### Cell placement

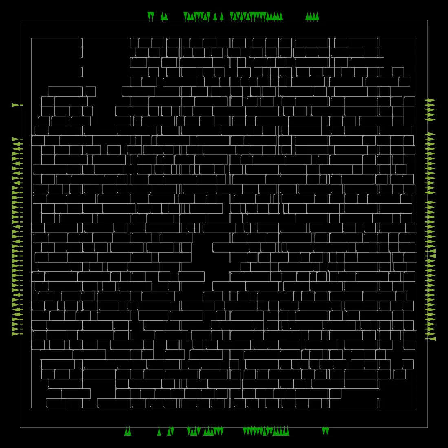
### Sequential cells coloured by netlist name

Other sequential cells in the stronger grey, the rest of the logic in the fainter grey.
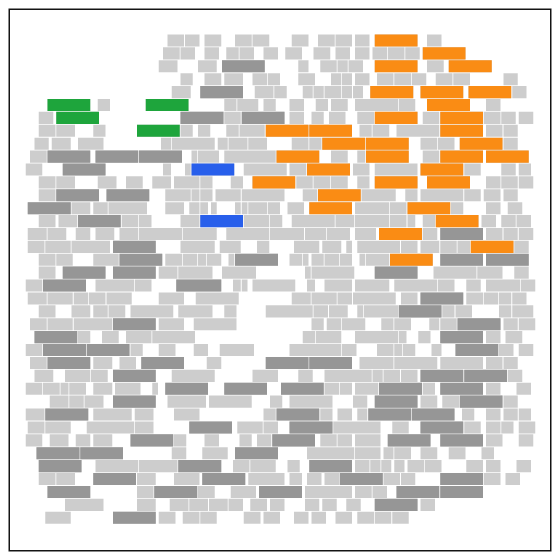
### Wiring heat map

The bar under the picture is 20 um long. 23 x 23 tiles, from black (low) to pale yellow (high), scaled to the fullest tile. Values are wire area over tile area, all layers added.
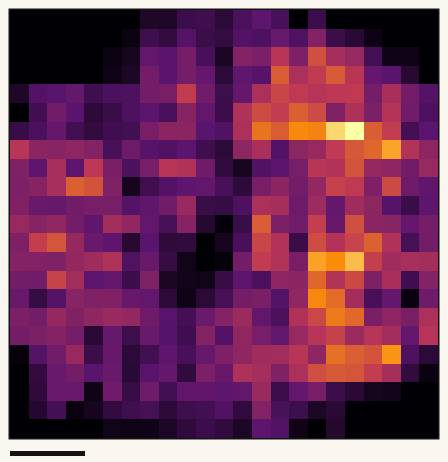
===== config.mk =====
export PLATFORM = sky130hd
export DESIGN_NAME = regfile_sequencer_flat
export DESIGN_NICKNAME = d
export VERILOG_FILES = /design/src/rtl/regfile_sequencer_pkg.sv /design/src/rtl/regfile_sequencer_if.sv /design/src/rtl/regfile_sequencer_capture.sv /design/src/rtl/regfile_sequencer.sv /design/src/flat_wrapper.sv
export SDC_FILE = /design/constraint.sdc
export NUM_CORES = 1
export LEC_CHECK = 0
export CORE_MARGIN = 3
export CORE_UTILIZATION = 42
export DETAILED_ROUTE_END_ITERATION = 10
export PLACE_DENSITY = 0.76
export SLEW_MARGIN = 20
export SYNTH_ARGS = -nofsm -noshare
export SYNTH_HDL_FRONTEND = slang
export SYNTH_HIERARCHICAL = 1
export SYNTH_SLANG_ARGS = --single-unit

===== constraint.sdc =====
create_clock -name clk -period 1.75 [get_ports clk]
set_clock_uncertainty 0.15 [all_clocks]
set_input_delay 0.35 -clock clk [delete_from_list [all_inputs] [get_ports clk]]
set_output_delay 0.35 -clock clk [all_outputs]
set_load 0.005 [all_outputs]

===== src/rtl/regfile_sequencer_pkg.sv =====
// Shared definitions for the TinyRV register-file sequencer.
// Holds the datapath geometry (XLEN, SLICE, REG_AW, NPHASE), the FSM state
// encoding and a helper that picks one slice out of a full-width word.
package regfile_sequencer_pkg;

  localparam int XLEN   = 32;
  localparam int SLICE  = 8;
  localparam int REG_AW = 4;
  localparam int NPHASE = XLEN / SLICE;
  localparam int PH_W   = $clog2(NPHASE);

  localparam logic [PH_W-1:0] PH_ZERO = PH_W'(0);
  localparam logic [PH_W-1:0] PH_ONE  = PH_W'(1);
  localparam logic [PH_W-1:0] PH_LAST = PH_W'(NPHASE - 1);

  typedef enum logic [1:0] {
    ST_IDLE  = 2'd0,
    ST_READ  = 2'd1,
    ST_WRITE = 2'd2,
    ST_RESP  = 2'd3
  } seq_state_e;

  // Selects slice number ph of a full register word.
  function automatic logic [SLICE-1:0] slice_of(input logic [XLEN-1:0] word,
                                                input logic [PH_W-1:0] ph);
    slice_of = word[ph*SLICE +: SLICE];
  endfunction

endpackage


===== src/rtl/regfile_sequencer_if.sv =====
// Request/response bus between core control and the register-file sequencer.
// master: the requester (drives req_*, rsp_ready).
// slave : the sequencer (drives req_ready, rsp_valid, rsp_rs1_dat, rsp_rs2_dat).
interface regfile_sequencer_if;
  import regfile_sequencer_pkg::*;

  logic              req_valid;
  logic              req_ready;
  logic [REG_AW-1:0] req_rs1;
  logic [REG_AW-1:0] req_rs2;
  logic [REG_AW-1:0] req_rd;
  logic              req_wr;
  logic [XLEN-1:0]   req_wdata;
  logic              rsp_valid;
  logic              rsp_ready;
  logic [XLEN-1:0]   rsp_rs1_dat;
  logic [XLEN-1:0]   rsp_rs2_dat;

  modport master (
    output req_valid, req_rs1, req_rs2, req_rd, req_wr, req_wdata, rsp_ready,
    input  req_ready, rsp_valid, rsp_rs1_dat, rsp_rs2_dat
  );

  modport slave (
    input  req_valid, req_rs1, req_rs2, req_rd, req_wr, req_wdata, rsp_ready,
    output req_ready, rsp_valid, rsp_rs1_dat, rsp_rs2_dat
  );

endinterface


===== src/rtl/regfile_sequencer_capture.sv =====
// Operand assembly registers for the sequencer.
// Ports: clk, rst_n; load (capture enable, one slice per cycle), phase (slice
// lane to load), rs1_zero/rs2_zero (source is x0), rs1_slice/rs2_slice (read
// slices from the file), rs1_dat/rs2_dat (assembled XLEN-bit operands).
module regfile_sequencer_capture
  import regfile_sequencer_pkg::*;
(
  input  logic             clk,
  input  logic             rst_n,
  input  logic             load,
  input  logic [PH_W-1:0]  phase,
  input  logic             rs1_zero,
  input  logic             rs2_zero,
  input  logic [SLICE-1:0] rs1_slice,
  input  logic [SLICE-1:0] rs2_slice,
  output logic [XLEN-1:0]  rs1_dat,
  output logic [XLEN-1:0]  rs2_dat
);

  logic [XLEN-1:0] rs1_r;
  logic [XLEN-1:0] rs2_r;

  // Byte-lane load of both operands; x0 lanes are forced to zero whatever the file returns.
  always_ff @(posedge clk or negedge rst_n) begin
    if (!rst_n) begin
      rs1_r <= {XLEN{1'b0}};
      rs2_r <= {XLEN{1'b0}};
    end else if (load) begin
      rs1_r[phase*SLICE +: SLICE] <= rs1_zero ? {SLICE{1'b0}} : rs1_slice;
      rs2_r[phase*SLICE +: SLICE] <= rs2_zero ? {SLICE{1'b0}} : rs2_slice;
    end
  end

  assign rs1_dat = rs1_r;
  assign rs2_dat = rs2_r;

endmodule


===== src/rtl/regfile_sequencer.sv =====
// Sequencer for the phase-multiplexed TinyRV register file.
// Accepts one request on bus (slave modport), walks rf_phase over all slices
// to assemble rs1/rs2, optionally serialises the write-back word into rd one
// slice per cycle, then holds the operands on the response until rsp_ready.
// Ports: clk, rst_n (async, active-low); bus (request/response handshake);
// rf_phase, rf_rs1, rf_rs2, rf_rd, rf_we, rf_wdat to register_file;
// rf_rs1_dat, rf_rs2_dat combinational read slices back from register_file.
module regfile_sequencer
  import regfile_sequencer_pkg::*;
(
  input  logic               clk,
  input  logic               rst_n,
  regfile_sequencer_if.slave bus,
  output logic [PH_W-1:0]    rf_phase,
  output logic [REG_AW-1:0]  rf_rs1,
  output logic [REG_AW-1:0]  rf_rs2,
  output logic [REG_AW-1:0]  rf_rd,
  output logic               rf_we,
  output logic [SLICE-1:0]   rf_wdat,
  input  logic [SLICE-1:0]   rf_rs1_dat,
  input  logic [SLICE-1:0]   rf_rs2_dat
);

  seq_state_e        state_r, state_s;
  logic [PH_W-1:0]   phase_r, phase_s;
  logic              accept_s;
  logic [REG_AW-1:0] rs1_r, rs2_r, rd_r;
  logic              wr_r;
  logic [XLEN-1:0]   wdata_r;

  // Next-state and phase counter; phase wraps to zero exactly on leaving READ/WRITE.
  always_comb begin
    state_s  = state_r;
    phase_s  = phase_r;
    accept_s = 1'b0;
    case (state_r)
      ST_IDLE: begin
        if (bus.req_valid) begin
          state_s  = ST_READ;
          phase_s  = PH_ZERO;
          accept_s = 1'b1;
        end else begin
          state_s = ST_IDLE;
        end
      end
      ST_READ: begin
        phase_s = phase_r + PH_ONE;
        if (phase_r == PH_LAST) begin
          // A write to x0 is dropped entirely, so it costs no extra cycles.
          if (wr_r && (rd_r != {REG_AW{1'b0}})) begin
            state_s = ST_WRITE;
          end else begin
            state_s = ST_RESP;
          end
        end else begin
          state_s = ST_READ;
        end
      end
      ST_WRITE: begin
        phase_s = phase_r + PH_ONE;
        if (phase_r == PH_LAST) begin
          state_s = ST_RESP;
        end else begin
          state_s = ST_WRITE;
        end
      end
      ST_RESP: begin
        phase_s = PH_ZERO;
        if (bus.rsp_ready) begin
          state_s = ST_IDLE;
        end else begin
          state_s = ST_RESP;
        end
      end
      default: begin
        state_s = ST_IDLE;
        phase_s = PH_ZERO;
      end
    endcase
  end

  // State, phase and latched request fields.
  always_ff @(posedge clk or negedge rst_n) begin
    if (!rst_n) begin
      state_r <= ST_IDLE;
      phase_r <= PH_ZERO;
      rs1_r   <= {REG_AW{1'b0}};
      rs2_r   <= {REG_AW{1'b0}};
      rd_r    <= {REG_AW{1'b0}};
      wr_r    <= 1'b0;
      wdata_r <= {XLEN{1'b0}};
    end else begin
      state_r <= state_s;
      phase_r <= phase_s;
      if (accept_s) begin
        rs1_r   <= bus.req_rs1;
        rs2_r   <= bus.req_rs2;
        rd_r    <= bus.req_rd;
        wr_r    <= bus.req_wr;
        wdata_r <= bus.req_wdata;
      end
    end
  end

  regfile_sequencer_capture u_capture (
    .clk       (clk),
    .rst_n     (rst_n),
    .load      (state_r == ST_READ),
    .phase     (phase_r),
    .rs1_zero  (rs1_r == {REG_AW{1'b0}}),
    .rs2_zero  (rs2_r == {REG_AW{1'b0}}),
    .rs1_slice (rf_rs1_dat),
    .rs2_slice (rf_rs2_dat),
    .rs1_dat   (bus.rsp_rs1_dat),
    .rs2_dat   (bus.rsp_rs2_dat)
  );

  // Outputs are pure decodes of flops, so they drop together with an async reset.
  assign bus.req_ready = (state_r == ST_IDLE);
  assign bus.rsp_valid = (state_r == ST_RESP);
  assign rf_phase      = phase_r;
  assign rf_rs1        = rs1_r;
  assign rf_rs2        = rs2_r;
  assign rf_rd         = rd_r;
  assign rf_we         = (state_r == ST_WRITE);
  assign rf_wdat       = rf_we ? slice_of(wdata_r, phase_r) : {SLICE{1'b0}};

endmodule


===== src/flat_wrapper.sv =====
// flat-port wrapper written by rule: the top's interface ports become plain ports
module regfile_sequencer_flat import regfile_sequencer_pkg::*;
  (clk, rst_n, rf_phase, rf_rs1, rf_rs2, rf_rd, rf_we, rf_wdat, rf_rs1_dat, rf_rs2_dat, bus_req_valid, bus_req_rs1, bus_req_rs2, bus_req_rd, bus_req_wr, bus_req_wdata, bus_rsp_ready, bus_req_ready, bus_rsp_valid, bus_rsp_rs1_dat, bus_rsp_rs2_dat);
  regfile_sequencer_if bus_i ();
  input  logic clk;
  input  logic rst_n;
  output logic [PH_W-1:0] rf_phase;
  output logic [REG_AW-1:0] rf_rs1;
  output logic [REG_AW-1:0] rf_rs2;
  output logic [REG_AW-1:0] rf_rd;
  output logic rf_we;
  output logic [SLICE-1:0] rf_wdat;
  input  logic [SLICE-1:0] rf_rs1_dat;
  input  logic [SLICE-1:0] rf_rs2_dat;
  input wire logic [$bits(bus_i.req_valid)-1:0] bus_req_valid;
  input wire logic [$bits(bus_i.req_rs1)-1:0] bus_req_rs1;
  input wire logic [$bits(bus_i.req_rs2)-1:0] bus_req_rs2;
  input wire logic [$bits(bus_i.req_rd)-1:0] bus_req_rd;
  input wire logic [$bits(bus_i.req_wr)-1:0] bus_req_wr;
  input wire logic [$bits(bus_i.req_wdata)-1:0] bus_req_wdata;
  input wire logic [$bits(bus_i.rsp_ready)-1:0] bus_rsp_ready;
  output wire logic [$bits(bus_i.req_ready)-1:0] bus_req_ready;
  output wire logic [$bits(bus_i.rsp_valid)-1:0] bus_rsp_valid;
  output wire logic [$bits(bus_i.rsp_rs1_dat)-1:0] bus_rsp_rs1_dat;
  output wire logic [$bits(bus_i.rsp_rs2_dat)-1:0] bus_rsp_rs2_dat;
  assign bus_i.req_valid = bus_req_valid;
  assign bus_i.req_rs1 = bus_req_rs1;
  assign bus_i.req_rs2 = bus_req_rs2;
  assign bus_i.req_rd = bus_req_rd;
  assign bus_i.req_wr = bus_req_wr;
  assign bus_i.req_wdata = bus_req_wdata;
  assign bus_i.rsp_ready = bus_rsp_ready;
  assign bus_req_ready = bus_i.req_ready;
  assign bus_rsp_valid = bus_i.rsp_valid;
  assign bus_rsp_rs1_dat = bus_i.rsp_rs1_dat;
  assign bus_rsp_rs2_dat = bus_i.rsp_rs2_dat;
  regfile_sequencer u_core (.clk(clk), .rst_n(rst_n), .bus(bus_i), .rf_phase(rf_phase), .rf_rs1(rf_rs1), .rf_rs2(rf_rs2), .rf_rd(rf_rd), .rf_we(rf_we), .rf_wdat(rf_wdat), .rf_rs1_dat(rf_rs1_dat), .rf_rs2_dat(rf_rs2_dat));
endmodule

==> ci_impl_report.md <==
## Implementation flow summary

| Metric | Value |
|---|---|
| Status | `finished with violations` |
| Failing checks | `negative setup slack` |
| Total negative slack | `-10890 ps` |
| Dpl cell area | `6860 um^2` |
| CTS-repair resized insts | `153` |
| Xor/xnor share | `0%` |
| Area leader, netlist | `dfrtp_1` |
| Antenna violations before repair | `0` |
| Psw | `about 4.4 mW` |
| Clock share of power | `between 20% and 30%` |
| Reg2reg end | `u_core/u_capture/rs2_dat[22]` |
| Logic pwr share | `a little under half` |
| P_seq | `4.13 mW` |
| Top non-seq family | `multiplexers` |
| Bufs and invs on worst path | `3` |
| Min-delay worst type | `in2async` |
| Synth Area per Inst | `14.7 um^2` |
| Sw Ratio | `between 30 and 40%` |
| Area fraction in mux cells | `14.1%` |
| CTS hold repair buffers | `1` |
| Pint | `9.44 mW` |
| Dpl cells | `634` |
| Core Util at FP | `43.9%` |
| AO/OA Area Share | `13.6%` |
| Ports | `approximately 150` |
| Final core utilization | `73.8%` |
| WP data required | `~1300 ps` |
| Flip-flops | `113` |
| Clkbuf count | `19` |
| Top_reg_cell synth | `dfrtp_1` |
| Grt met3 use | `6.47%` |
| Root Driver | `clkbuf_16` |
| Post-DRT Antenna Nets | `0` |
| Vias in the first global route | `4031` |
| Post-route setup slack | `-512 ps` |
| Via count | `3970` |
| Clock group | `3.39 mW` |
| # setup viols final | `65` |
| Cell area after layout | `8210 um^2` |
| Die Ht | `between 100 and 150 um` |
| Top Layout Cells | `dfrtp_1 (112), dlygate4sd2_1 (75), clkdlybuf4s50_1 (63)` |
| Seq share, synth | `57.9%` |
| Post-layout min period | `2260 ps` |
| Critical Path AT | `1760 ps` |
| Detailed Routing Iterations Pass 1 | `5` |
| Reg-to-reg critical path startpoint | `u_core/rf_phase[0]` |
| RD Place Congestion | `0.778` |
| Yosys top cell by instances | `dfrtp_1` |
| Ys async rst share | `100%` |
| Clk sinks | `113` |
| Simple-Gate Area Share | `under 10%` |
| Highest clock rate | `442 MHz` |
| Share of cells above drive strength 1 | `between 30% and 40%` |
| Pwr dens | `1690 nW/um^2` |
| M1 GR Usage | `approximately a quarter` |
| Logic area | `~2200 um^2` |
| #MultiIn Comb | `189` |
| Nets@finish | `637` |
| Commonest Layout Cell | `dfrtp_1` |
| Post-Syn Nets | `408` |
| H-tree depth | `4` |
| Data buffer area share | `29.5%` |
| Final wirelength | `14700 um` |
| P_comb | `6.37 mW` |
| Final worst-path cycle share | `129%` |
| All-Layer GR Usage | `about 21%` |
| Crit path top cell by count | `buf_6` |
| Avg Vias per Cell | `roughly 5.6` |
| Unique cell types | `27` |
| Tool Warnings | `36` |
| Crit-path cells | `buf_12, buf_6, mux4_2, and2_4, buf_6` |
| Signal buffers | `237` |
| Inverters | `4` |
| Met2 routed WL | `7690 um` |
| Tot Pwr | `13.9 mW` |
| Post-DR wirelength/cell | `between 20 and 25 um` |
| CP delay by family, top | `multiplexers` |
| Top area contributor share | `57.9%` |
| Worst-margin pin slew | `around 490 ps` |
| Worst Setup SP | `u_core/rf_phase[0]` |
| Busiest grt layer | `met2` |
| Clk latency late pin | `about 400 ps` |
| Slew Limit Fails | `0` |
| Die area | `13000 um^2` |
| Critical path depth in cells | `5` |
| Dpl hpwl | `9040 um` |
| DRC violations left | `0` |
| Largest power group | `combinational cells` |
| Synth Instances | `333` |
| Maximum VDD drop | `about 0.86 mV` |
| I/O Buffers | `153` |
| Worst reg-to-reg path cell count | `8` |
| Critical path's largest stage delay | `500 ps` |
| Largest net degree at the start of global routing | `41` |
| Clock tree buffer depth | `2` |
| 1st-iter DRT viols | `307` |
| Relative slew slack | `67.2%` |
| Clock-pin slew of the registers on the worst-case setup and hold paths | `60 ps` |
| Unrepaired setup endpoints after global routing | `yes` |
| Routing usage on met2 | `36.0%` |
| Fillers | `690` |
| Hold Slack | `around 260 ps` |
| CP endpoint | `rf_wdat[3]` |
| Hold Vio Cnt, Final | `0` |
| Top cells by area, synth | `dfrtp_1 (58%), a32o_1 (11%), mux2_1 (10%)` |
| Synth cell count leaders | `dfrtp_1 (113), a32o_1 (56), mux2_1 (45)` |
| Syn-to-layout area delta | `68.0%` |
| Synth Cell Area | `4890 um^2` |
| WS Path Type | `reg2out` |
| DR WL met3 | `about 1200 um` |
| # Cells Yosys | `333` |
| Slowest CP cell | `mux4_2` |
| Diode count | `0` |
| Combinational share of cell area | `26.6%` |
| Flop area | `2830 um^2` |
| Yosys Chip Area | `4890 um^2` |
| Leak Pwr | `between 3 and 4 nW` |
| Type of origin of the critical path | `flop` |
| Uppermost layer routed | `met4` |
| Registers, synthesis | `113` |
| Seq area share | `34.5%` |
| Largest cell class | `registers` |
| Reg2reg setup slack | `-200 ps` |
| Layout clock area frac | `7.06%` |
| Wl on met1 | `5730 um` |
| Flip-flops with a built-in enable | `0` |
| Global-route wire length before repair | `between 20000 and 25000 um` |
| Ys Warns | `6` |
| Standard-cell rows | `38` |
| Layout Cells excl Fill | `between 700 and 800` |
| Total congestion overflow | `0` |
| CTS tree | `done` |
| Total CTS buffers | `17` |
| Seq pwr share | `29.8%` |
| Pre-CTS setup slack | `-663 ps` |
| Worst Setup End Kind | `output pin` |
| Die W | `roughly 110 um` |
Back to the opening pictures, 'Cell placement':
core outline area: 11100 um^2
Taps Inserted: 140

Back to the opening pictures, 'Sequential cells coloured by netlist name':
name in the netlist	colour	placed flops
u_core/state_r	blue	2
u_core/u_capture/rs2_dat	orange	32
u_core/rf_rd	green	4
not coloured	75

Back to the opening pictures, 'Wiring heat map':
densest ninth of the die	east
nearly empty tiles	12%
fullest tile	0.65
emptiest ninth of the die	north-west
mean over tiles	0.18

Power and IR drop assume default switching activity.
